===== config.mk =====
export PLATFORM = sky130hd
export DESIGN_NAME = button_trigger
export DESIGN_NICKNAME = d
export VERILOG_FILES = /design/src/rtl/button_pkg.sv /design/src/rtl/button_trigger_sync.sv /design/src/rtl/button_trigger.sv
export SDC_FILE = /design/constraint.sdc
export NUM_CORES = 1
export LEC_CHECK = 0
export ABC_CLOCK_PERIOD_IN_PS = 4000
export CAP_MARGIN = 10
export CORE_MARGIN = 1.5
export CORE_UTILIZATION = 35
export CTS_CLUSTER_SIZE = 16
export DETAILED_ROUTE_END_ITERATION = 8
export GPL_ROUTABILITY_DRIVEN = 0
export SLEW_MARGIN = 10
export SYNTH_ARGS = -nofsm -noshare
export SYNTH_HDL_FRONTEND = slang
export SYNTH_SLANG_ARGS = --single-unit

===== constraint.sdc =====
create_clock -name clk -period 4 [get_ports clk]
set_clock_uncertainty 0.05 [all_clocks]
set_input_delay 1 -clock clk [delete_from_list [all_inputs] [get_ports clk]]
set_output_delay 1 -clock clk [all_outputs]
set_load 0.03 [all_outputs]

===== src/rtl/button_pkg.sv =====
// Shared types and default timing constants for the push-button trigger front end.
package button_pkg;

  typedef enum logic [1:0] {
    S_IDLE,
    S_PRESS_WAIT,
    S_HELD,
    S_REL_WAIT
  } state_t;

  // The animation's slow clock is the top bit of a 24-bit divider on the fast clock.
  localparam int ANIM_SLOW_BIT   = 23;
  localparam int CLK_HZ          = 50_000_000;

  // One slow-clock period, and seven of them (a full 5-LED fill run).
  localparam int ACTIVE_HOLD_DEF = 1 << (ANIM_SLOW_BIT + 1);
  localparam int LOCKOUT_DEF     = 7 << (ANIM_SLOW_BIT + 1);

  // 10 ms debounce and a 1 s long-press threshold at CLK_HZ.
  localparam int DEBOUNCE_DEF    = CLK_HZ / 100;
  localparam int LONG_DEF        = CLK_HZ;

endpackage


===== src/rtl/button_trigger_sync.sv =====
// Two-flop synchroniser for an asynchronous panel input.
module btn_sync (
  input  logic clk,
  input  logic reset,
  input  logic raw,
  output logic synced
);

  logic meta;

  // Two-stage capture; only the second stage is used by downstream logic.
  always_ff @(posedge clk or posedge reset) begin
    if (reset) begin
      meta   <= 1'b0;
      synced <= 1'b0;
    end else begin
      meta   <= raw;
      synced <= meta;
    end
  end

endmodule


===== src/rtl/button_trigger.sv =====
// Debounced push-button front end: turns each accepted press into a stretched
// `active` level for the slow animation domain, with a lockout window and a
// long-press pulse.
module button_trigger
  import button_pkg::*;
#(
  parameter int DEBOUNCE_CYCLES    = DEBOUNCE_DEF,
  parameter int ACTIVE_HOLD_CYCLES = ACTIVE_HOLD_DEF,
  parameter int LOCKOUT_CYCLES     = LOCKOUT_DEF,
  parameter int LONG_CYCLES        = LONG_DEF
) (
  input  logic clk,
  input  logic reset,
  input  logic btn_raw,
  output logic active,
  output logic busy,
  output logic btn_level,
  output logic ignored,
  output logic long_press
);

  localparam int DW = $clog2(DEBOUNCE_CYCLES);
  localparam int HW = $clog2(ACTIVE_HOLD_CYCLES);
  localparam int KW = $clog2(LOCKOUT_CYCLES);
  localparam int GW = $clog2(LONG_CYCLES);

  localparam logic [DW-1:0] DEB_LAST  = DW'(DEBOUNCE_CYCLES - 1);
  localparam logic [HW-1:0] HOLD_LAST = HW'(ACTIVE_HOLD_CYCLES - 1);
  localparam logic [KW-1:0] LOCK_LAST = KW'(LOCKOUT_CYCLES - 1);
  localparam logic [GW-1:0] LONG_LAST = GW'(LONG_CYCLES - 1);

  // `active` must never outlive the lockout, and every counter needs at least one bit.
  if (ACTIVE_HOLD_CYCLES > LOCKOUT_CYCLES || DEBOUNCE_CYCLES < 2 ||
      ACTIVE_HOLD_CYCLES < 2 || LOCKOUT_CYCLES < 2 || LONG_CYCLES < 2) begin : g_param_check
    $error("button_trigger: illegal timing parameters");
  end

  logic          s2;
  state_t        state, state_nxt;
  logic [DW-1:0] deb_cnt;
  logic [HW-1:0] hold_cnt;
  logic [KW-1:0] lock_cnt;
  logic [GW-1:0] long_cnt;
  logic          long_fired;
  logic          deb_clr, deb_inc, press_evt, rel_done, held, held_nxt;

  btn_sync u_sync (
    .clk    (clk),
    .reset  (reset),
    .raw    (btn_raw),
    .synced (s2)
  );

  assign held     = (state == S_HELD) || (state == S_REL_WAIT);
  assign held_nxt = (state_nxt == S_HELD) || (state_nxt == S_REL_WAIT);

  // State register.
  always_ff @(posedge clk or posedge reset) begin
    if (reset) state <= S_IDLE;
    else       state <= state_nxt;
  end

  // Debounce FSM: a level change is accepted only after it has been seen
  // on DEBOUNCE_CYCLES+1 consecutive edges; any reversal restarts the wait.
  always_comb begin
    state_nxt = state;
    deb_clr   = 1'b0;
    deb_inc   = 1'b0;
    press_evt = 1'b0;
    rel_done  = 1'b0;
    case (state)
      S_IDLE: begin
        if (s2) begin
          state_nxt = S_PRESS_WAIT;
          deb_clr   = 1'b1;
        end
      end
      S_PRESS_WAIT: begin
        if (!s2) begin
          state_nxt = S_IDLE;
        end else if (deb_cnt == DEB_LAST) begin
          state_nxt = S_HELD;
          press_evt = 1'b1;
        end else begin
          deb_inc = 1'b1;
        end
      end
      S_HELD: begin
        if (!s2) begin
          state_nxt = S_REL_WAIT;
          deb_clr   = 1'b1;
        end
      end
      S_REL_WAIT: begin
        if (s2) begin
          state_nxt = S_HELD;
        end else if (deb_cnt == DEB_LAST) begin
          state_nxt = S_IDLE;
          rel_done  = 1'b1;
        end else begin
          deb_inc = 1'b1;
        end
      end
      default: state_nxt = S_IDLE;
    endcase
  end

  // Shared debounce counter and the registered debounced level.
  always_ff @(posedge clk or posedge reset) begin
    if (reset) begin
      deb_cnt   <= '0;
      btn_level <= 1'b0;
    end else begin
      if (deb_clr)      deb_cnt <= '0;
      else if (deb_inc) deb_cnt <= deb_cnt + 1'b1;
      btn_level <= held_nxt;
    end
  end

  // Long-press timer: runs while the button is debounced-down (release
  // bounces included), fires once, then parks until the release is accepted.
  always_ff @(posedge clk or posedge reset) begin
    if (reset) begin
      long_cnt   <= '0;
      long_fired <= 1'b0;
      long_press <= 1'b0;
    end else begin
      long_press <= held && (long_cnt == LONG_LAST) && !long_fired;
      if (rel_done) begin
        long_cnt   <= '0;
        long_fired <= 1'b0;
      end else if (held) begin
        if (long_cnt == LONG_LAST) long_fired <= 1'b1;
        else                       long_cnt   <= long_cnt + 1'b1;
      end
    end
  end

  // Trigger stretch and lockout. A press during lockout (including the
  // lockout's final cycle) is reported as ignored and changes nothing else.
  always_ff @(posedge clk or posedge reset) begin
    if (reset) begin
      active   <= 1'b0;
      busy     <= 1'b0;
      ignored  <= 1'b0;
      hold_cnt <= '0;
      lock_cnt <= '0;
    end else begin
      ignored <= press_evt && busy;
      if (press_evt && !busy) begin
        active   <= 1'b1;
        busy     <= 1'b1;
        hold_cnt <= '0;
        lock_cnt <= '0;
      end else begin
        if (active) begin
          if (hold_cnt == HOLD_LAST) begin
            active   <= 1'b0;
            hold_cnt <= '0;
          end else begin
            hold_cnt <= hold_cnt + 1'b1;
          end
        end
        if (busy) begin
          if (lock_cnt == LOCK_LAST) begin
            busy     <= 1'b0;
            lock_cnt <= '0;
          end else begin
            lock_cnt <= lock_cnt + 1'b1;
          end
        end
      end
    end
  end

endmodule


==> run_1/logic_types.png <==
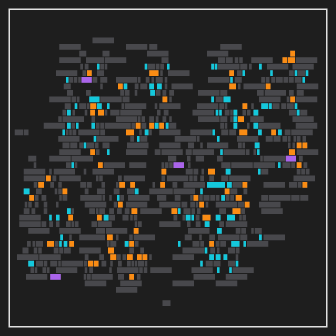
Key: purple = adder and majority cells [cells 4]; orange = AND and OR gates [cells 65]; cyan = NOR gates [cells 92]
combinational share of cell area: 0.454
most frequent logic cell in the layout: dfrtp_1

==> run_1/io_fan.png <==
Scale bar: 50 µm.
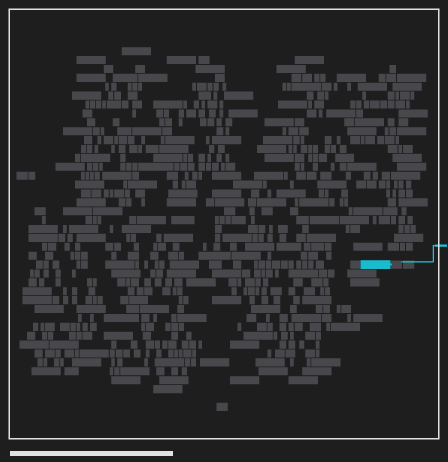
Key: cyan = ignored [bits 1, direction output, end cells 1, buffers 1, wire 16.1 µm]
Port Buffers: 7
I/O pin total: 8

==> run summary, run 1 <==
status = complete, no violations
Synth Warn # = 0
Pre-antenna DRT Iters = 4
Async S/R FF share, synth = 1.00
main logic family after synthesis = simple AND/OR/NAND/NOR gates
Largest register FFs = 27
reg2reg end = lock_cnt[22]
most numerous logic cells after layout = dfrtp_1 (106), nand2_1 (67), nor2_1 (50)
HP Class = reg2reg
initial antenna violation count = 0
Adder Area Share = 0.00874
Detail Placement HPWL = 8220 µm
Crit Path Max Fanout = 17
Crit-path slowest cell = clkdlybuf4s50_1
Logic inverters = 22
Die Height = 131 µm
core area = 15900 µm²
Post-Syn Nets = 629
Synth Area per Inst = 9.21 µm²
row cnt = 46
drt total wl = 12200 µm
Synth Instances = 622
endpoints failing setup = 0
Post-synth EDFFs = 0
count of state elements after synthesis = 106
Peak VDD IR = 0.000200 V
first-pass GRT wire length = 21100 µm
slew margin rel. = 0.216
clock buffers = 9
top cells by count = dfrtp_1 (106), nand2_1 (67), nor2_1 (50), nand3_1 (45), o21ai_0 (32)
Hold EP = u_sync.synced
FP Util = 0.359
CTS sink count = 106
Max-area cell class = combinational gates
final antenna diode count = 0
1st-iter DRT viols = 296
register share after synthesis = 0.463
Area growth, synth to finish = 9.88%
tap cells = 216
worst setup path endpoint = active
Hold Startpoint = u_sync.meta
clock buffer depth = 2
Late-Pin Clk Latency = 0.36 ns
synth unique cells = 60
Compound-Gate Fraction of Synth Area = 0.125
cts bufs inserted = 9
CP Capture Type = primary output
Layout fillers = 1590
Area leader share = 0.463
Power Dens Cells = 331 nW/µm²
met2 WL post-DR = 5790 µm
Slew @ Worst Pin = 1.17 ns
Critical path origin = active
WL met1 = 5780 µm
DRC = 0
post-CTS sizing = 0
CTS tree = done
cycle use final = 0.722
Worst-path clk slew = 0.07 ns
Die X = 131 µm
count of tool warnings = 26
clock-cell share of area = 0.0505
ANT nets after route = 0
post-synthesis simple-gate area fraction = 0.290
H-Tree Depth = 3
==> run_1/detail.png <==
Scale bar: 10 µm. Window x 20 to 45, y 20 to 45 µm. Cells in gray, sequential cells in the stronger gray; small squares are vias.
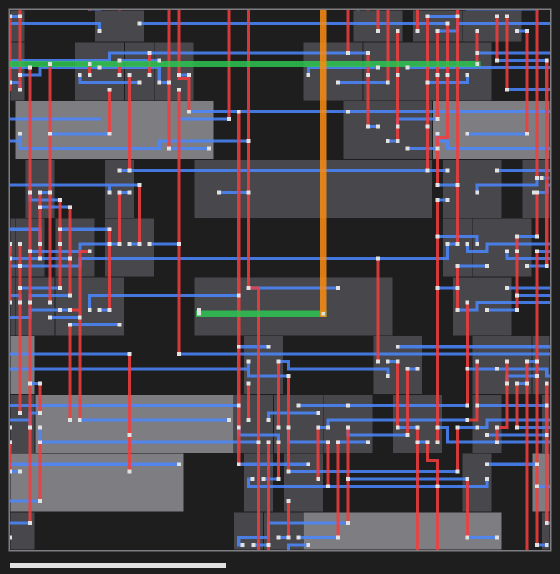
Key: green = metal 3; blue = metal 1; red = metal 2; orange = metal 4
Netlist names of flops here include lock_cnt (5). Most frequent: nand2_1 (6), dfrtp_1 (5), or3_1 (4). 43 logic cells have their middle in the window. Sequential cells in the window: 5.

==> run_1/congestion.png <==
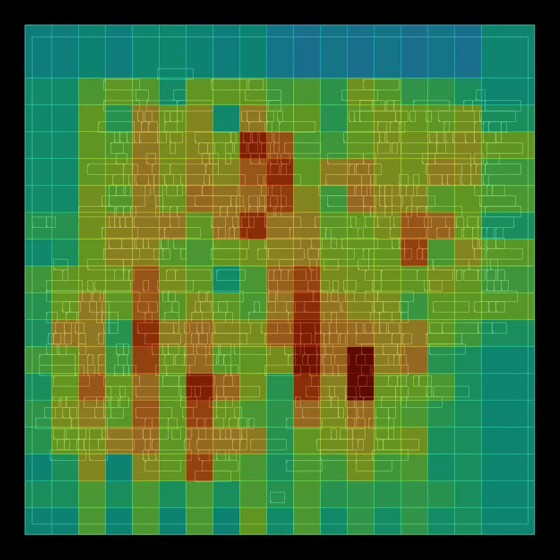
GRT Total Usage: 0.155
Avg WL per Cell: 14.5 µm

==> run 1: power by group <==
part	total [µW]	leakage [µW]	switching, µW	internal (µW)
registers	1080	0.00147	7.44	1080
logic	44.4	0.000948	34.4	9.94
clock network	957	0.000160	408	549
total	2080	0.00258	450	1630
==> run 1: metal layers <==
| metal | up-vias | global-route usage |
|---|---|---|
| met3 | 14 | 0.0391 |
| met1 | 2272 | 0.199 |
| met2 | 71 | 0.254 |
| met5 | - | 0 |
| met4 | 0 | 0.0562 |
| li1 | 2273 | - |
==> run 1: metrics by stage <==
step                total power, µW  hold WS [ns]
floorplan                      1130         0.281
global placement               1150         0.287
detailed placement             1150         0.288
CTS                            2120         0.307
global route                   2170         0.319
finish                         2080         0.302
==> run_1/flops_by_reg.png <==
Scale bar: 50 µm. Other sequential cells in the stronger gray, the rest of the logic in the fainter gray.
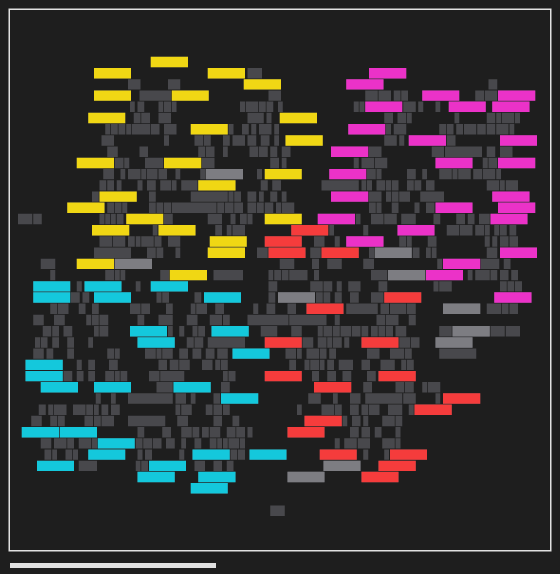

## Run 2: what changed since run 1
ABC_CLOCK_PERIOD_IN_PS = 2300   (was 4000)
clock period = 2.3 ns   (was 4 ns; I/O delays follow)
==> run_2/flops_by_reg.png <==
Scale bar: 50 µm. Other sequential cells in the stronger gray, the rest of the logic in the fainter gray.
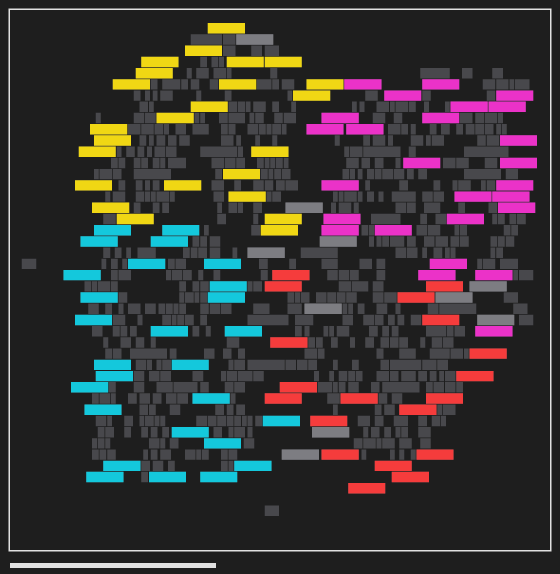
Key: magenta = long_cnt [flops 26]; cyan = lock_cnt [flops 27]; red = deb_cnt [flops 19]; yellow = hold_cnt [flops 24]
Another 10 sequential cells are not colored.
Seq/total area: 0.401
Finished Core Util: 0.415
FF+latch area: 2650 µm²

==> run summary, run 2 <==
core area = 15900 µm²
final antenna diode count = 0
worst setup path endpoint = lock_cnt[16]
synth unique cells = 60
CP Capture Type = flip-flop
CTS sink count = 106
Layout fillers = 1590
Clk network pwr share = 0.440
first-pass GRT wire length = 22000 µm
FP Util = 0.359
Detail Placement HPWL = 8810 µm
Die X = 131 µm
Post-synth EDFFs = 0
count of state elements after synthesis = 106
Die Height = 131 µm
internal power = 2760 µW
top cells by count = dfrtp_1 (106), nand2_1 (67), nor2_1 (50), nand3_1 (45), o21ai_0 (32)
most numerous logic cells after layout = dfrtp_1 (106), nand2_1 (67), nor2_1 (50)
Late-Pin Clk Latency = 0.35 ns
Pre-antenna DRT Iters = 4
Min Hold Slack = 0.303 ns
Synth Instances = 622
routing usage on met1 = 0.208
Clk power = 1550 µW
1st-iter DRT viols = 346
Largest register FFs = 27
status = complete, no violations
switching power = 749 µW
Crit-path slowest cell = or4b_2
row cnt = 46
Slew @ Worst Pin = 0.831 ns
met2 Use GR = 0.263
Critical path origin = deb_cnt[9]
Area leader share = 0.463
count of tool warnings = 27
Sw Share = 0.213
drt total wl = 12700 µm
combinational share of power = 0.024
initial antenna violation count = 0
reg2reg end = lock_cnt[16]
Avg WL per Cell = 14.4 µm
Area growth, synth to finish = 15.4%
Pwr top = registers
I/O pin total = 8
Crit Path Max Fanout = 12
Peak VDD IR = 0.000333 V
met2 WL post-DR = 6050 µm
CTS tree = done
Most Crowded Layer GR = met2
Seq group = 1880 µW
Worst-path clk slew = 0.07 ns
Power Dens Cells = 532 nW/µm²
[run 2: cell type report]
cell class | count | area share
repair buffers | 53 | 0.0668
flip-flops and latches | 106 | 0.401
clock buffers | 11 | 0.0367
clock inverters | 5 | 0.00814
multi-input cells | 469 | 0.433
inverters | 22 | 0.0131
well taps | 216 | 0.0409
[run 2: repair_timing]
item,CTS,global route
endpoints found under the hold margin,0,0
endpoints found under the setup margin,0,57
resized,0,3
buffers inserted,0,2
[run 2: cells by family (layout without fill, tap and decap cells)]
family / Yosys count / after routing / share of synthesized area
simple gates: 308 / 308 / 0.290
compound gates: 110 / 110 / 0.125
flops: 106 / 106 / 0.463
buf+inv: 47 / 91 / 0.0385
xor+xnor: 40 / 40 / 0.0612
mux: 7 / 7 / 0.0129
fa+ha+maj: 4 / 4 / 0.00874
==> run_2/congestion.png <==
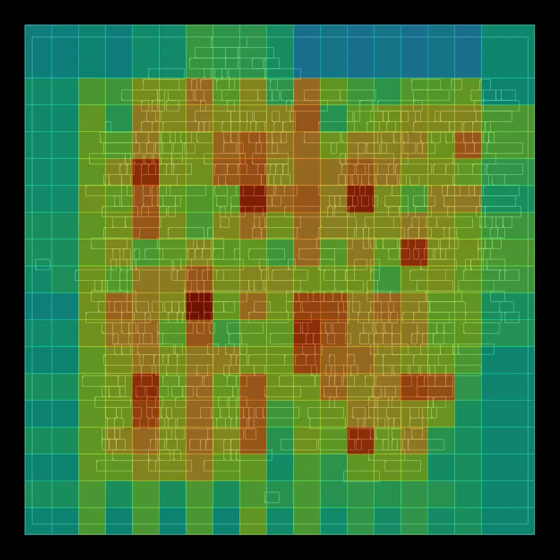

## Run 3: what changed since run 2
CORE_MARGIN = unset   (was 1.5)
==> run_3/congestion.png <==
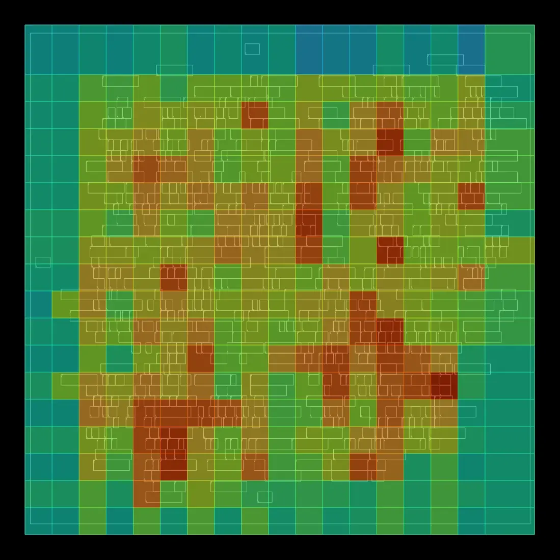
GR Util met3: 0.0402
Finished Core Util: 0.423
Most Crowded Layer GR: met2

==> run summary, run 3 <==
status = complete, no violations
Crit Path Max Fanout = 6
drt total wl = 13000 µm
Avg WL per Cell = 14.6 µm
final antenna diode count = 0
Slew @ Worst Pin = 0.823 ns
DRC = 0
Late-Pin Clk Latency = 0.35 ns
core area = 15900 µm²
Synth Warn # = 0
Data buffer area share = 0.0799
clock buffers = 12
CTS tree = done
Worst-path clk slew = 0.07 ns
switching power = 771 µW
Area growth, synth to finish = 17.9%
Port Buffers = 7
Compound-Gate Fraction of Synth Area = 0.125
Post-synth EDFFs = 0
Detail Placement HPWL = 9080 µm
area fraction in mux cells = 0.0129
HP Class = reg2reg
I/O pin total = 8
Synth Area per Inst = 9.21 µm²
most numerous logic cells after layout = dfrtp_1 (106), nand2_1 (67), nor2_1 (50)
register share after synthesis = 0.463
1st-iter DRT viols = 335
post-CTS sizing = 1
Pwr top = registers
worst setup path endpoint = lock_cnt[17]
row cnt = 46
slew margin rel. = 0.449
Hold Startpoint = u_sync.meta
Critical path origin = deb_cnt[9]
Die X = 130 µm
tap cells = 216
Seq pwr share = 0.507
Clk power = 1740 µW
ANT nets after route = 0
FP Util = 0.359
reg2reg end = lock_cnt[17]
cycle use final = 0.958
most frequent logic cell in the layout = dfrtp_1
met2 Use GR = 0.280
xor and xnor area share after synthesis = 0.0612
Area leader share = 0.463
Peak VDD IR = 0.000338 V
Seq/total area = 0.393
Adder Area Share = 0.00874
top cells by count = dfrtp_1 (106), nand2_1 (67), nor2_1 (50), nand3_1 (45), o21ai_0 (32)
Async S/R FF share, synth = 1.00
CP Capture Type = flip-flop
Post-Syn Nets = 629
Pre-antenna DRT Iters = 5
multi-input gates = 469
GRT Total Usage = 0.167
first-pass GRT wire length = 22500 µm
post-synthesis simple-gate area fraction = 0.290
Sw Share = 0.208
Clk network pwr share = 0.468
H-Tree Depth = 3
endpoints failing setup = 0
nonclk buf count = 60
Logic inverters = 22
CTS sink count = 106
combinational share of power = 0.025
[run 3: critical path: stages (launching register included)]
cell and delay [ns]:
dfrtp_1 0.38, or4b_4 0.55, nor4_4 0.34, buf_6 0.17, a41oi_4 0.15, buf_6 0.18
a21oi_1 0.16, o21ai_1 0.09
[run 3: per-stage QoR]
| stage | setup TNS, ns | power [µW] | util | hold WS (ns) |
|---|---|---|---|---|
| 3_5_place_dp | -0.00618 | 2010 | 0.398 | 0.286 |
| 2_1_floorplan | 0 | 1970 | - | 0.281 |
| 4_1_cts | 0 | 3760 | 0.420 | 0.302 |
| 3_3_place_gp | 0 | 2010 | 0.398 | 0.287 |
| 6_report | 0 | 3710 | 0.423 | 0.299 |
| 5_1_grt | -0.0145 | 3850 | 0.423 | 0.310 |
Power is estimated from default activity; no workload was simulated.
